==> config.mk <==
export PLATFORM = sky130hd
export DESIGN_NAME = id_ex_stage_flat
export DESIGN_NICKNAME = d
export VERILOG_FILES = /design/src/rtl/id_ex_if.sv /design/src/rtl/id_ex_stage.sv /design/src/flat_wrapper.sv
export SDC_FILE = /design/constraint.sdc
export NUM_CORES = 1
export LEC_CHECK = 0
export CAP_MARGIN = 20
export CORE_AREA = 2 2 162 164
export CTS_CLUSTER_SIZE = 28
export DETAILED_ROUTE_END_ITERATION = 12
export DIE_AREA = 0 0 164 166
export DONT_BUFFER_PORTS = 1
export PLACE_DENSITY = 0.52
export SYNTH_ARGS = -nofsm -noshare
export SYNTH_HDL_FRONTEND = slang
export SYNTH_SLANG_ARGS = --single-unit
==> constraint.sdc <==
create_clock -name clk -period 5.7 [get_ports clk]
set_input_delay 1.71 -clock clk [delete_from_list [all_inputs] [get_ports clk]]
set_output_delay 1.71 -clock clk [all_outputs]
set_load 0.03 [all_outputs]
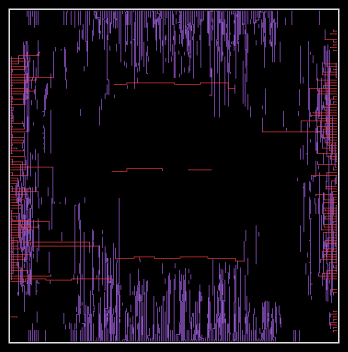
(metal layers overlaid)
(2 px per um) Two of the layers only.
| layer | colour | wire length |
|---|---|---|
| metal 3 | red | 1,310 um |
| metal 2 | purple | 8,070 um |
total track usage: 0.107
final wirelength: 15.0 mm
WL/cell: 18.6 um
Vias: 3,209

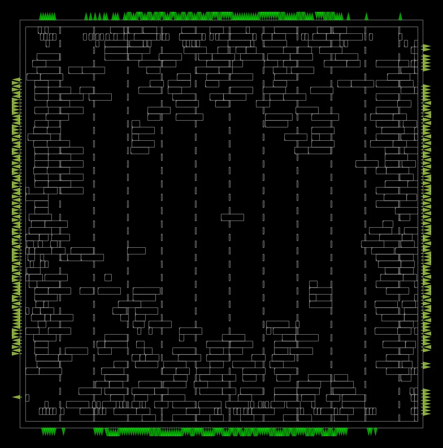
(cell outlines without signal wires)
fin util: 0.308
fillcell total: 2,505
sequential cell area share: 0.497
fin cells: 808
tap cells: 335

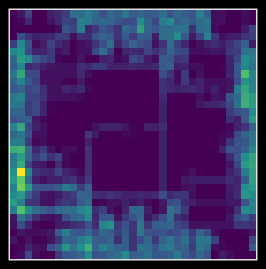
(wiring heat map)
(1.5 px per um) The die is cut into 33 by 33 equal tiles; dark purple is low, yellow is high, scaled to the fullest tile. Values are wire area over tile area, all layers added.
tiles over half the peak: 3.4%
densest ninth of the die: south-west
nearly empty tiles: 33%
mean over tiles: 0.089
fullest tile: 0.60

==> reports/qor.yml <==
io_buffers: 0
dr.max_layer_used: "met4"
path_delay_family: "AND-OR/OR-AND gates"
worst-slew-pin-transition_ns: 0.841
clock-sinks: 157
ant_nets: 0
largest_area_cell: "dfrtp_1"
wl_met1_mm: 5.46
cp_slowest_cell: "o22ai_2"
timing.fmax_mhz: 217
grt_pass1_vias: 3435
die_x_um: 164
topCombFamilyByArea: "multiplexers"
gp_congestion: 0.761
clk_path_buf_depth: 2
cts_buffers: 17
ir_worst_vdd_uv: 166
clockRootBuffer: "clkbuf_16"
yosys-stat-area_sq_um: 7450
fin_skew_ns: 0.0132
ys_sh_adder: 0
cp_num_cells: 6
synthCells: 453
diodes: 0
rows: 59
cts_resized: 0
dp_hpwl_mm: 10.9
powerDensity_nw_per_um2: 430
path_cells: "xnor2_1 > nand4_1 > o22ai_2 > nand2_1 > a211oi_1 > buf_4"
wl_met2_mm: 8.07
post_cts_buffers: 0
dpl-instance-area_sq_um: 7270
htree_num_levels: 4
grt_remaining_overflow: 0
ys_types: 20
leakage_nw: 3.65
grt_use_met3: 0.0432
crit_arrival_ns: 2.91
crit_type: "in2out"
layout.nets: 623
antenna_found_initial: 0
setup_viol: 0
final_common_cell: "dfrtp_1"
p_total_mw: 3.40
worstHoldPathType: "reg2reg"
required_ns: 3.99
synth_flops: 157
mostFrequentLayoutCells: "157 x dfrtp_1, 140 x mux2_4, 96 x conb_1"
yosysTopAreaCellShare: 0.528
warnings: 28
clk_pin_slew_ns: 0.06
cp_max_fo: 2
io_pins: 417
ys_sh_aoi: 0.00722
worstSetupStartpointType: "primary input"
edf_count: 0
grt_util_met1: 0.113
drtIter0Drc: 70
hold_buffers: 0
period_minus_slack_ns: 4.62
grt_pass1_wl_mm: 22.1
drt-vias-per-instance: 3.97
ys_sh_mux: 0.306
finalMaxSlewViolations: 0
drcViolationCount: 0
ys_top_cells_by_area: "dfrtp_1 53%, mux2_4 28%, buf_4 9.8%"
synth_area_sq_um: 7450
synth-async-reset-ratio: 1.00
chipArea_sq_um: 27200
crit_path_end_kind: "output port"
clock_latency_ns: 0.41
finalSetupTns_ns: 0
use_met2: 0.191
dr.pass1.iters: 4
fp_util: 0.291
yosysWarnings: 0
syn_to_final_growth_pct: 6.07
grt_max_degree: 158
rr_worst_depth: 6
simple_gate_share: 0.00638
path_buffers: 1
ys_sh_xor: 0.0118
maxCapViolCount: 0
synth.yosys.seq_area_share: 0.528
slew_headroom: 0.439
die_h_um: 166
layout-drive-gt1-share: 0.412
design_area_sq_um: 7900
rsz0062_at_grt: "false"
dp_slack_ns: 1.06
synth.avg_cell_area_sq_um: 16.4
whs_path_depth: 1
synthFlopType: "dfrtp_1"
top_cells_by_count: "157 x dfrtp_1, 140 x mux2_4, 97 x buf_4"
status: "completed"
==> where the power goes <==
part           internal (mW)  total, mW  switching, mW
registers               1.27       1.75          0.479
clock network          0.752       1.22          0.469
logic                  0.236      0.424          0.188
total                   2.26       3.40           1.14
==> area by class of cell <==
class                      count  area (sq um)  share of cell area
clock buffer                  20           447              0.0565
clock inverter                12           183              0.0231
inverter                       1          7.51            0.000950
multi-input combinational    277          2830               0.358
sequential                   157          3930               0.497
tap                          335           419              0.0531
timing repair buffer           6          82.6              0.0105
==> through the flow <==
stage	hold WS [ns]	utilization	std cells
2_1_floorplan	0.703	-	548
3_3_place_gp	0.726	0.284	776
3_5_place_dp	0.735	0.284	776
4_1_cts	0.751	0.308	808
5_1_grt	0.758	0.308	808
6_report	0.743	0.308	808
Power is estimated from default activity; no workload was simulated.
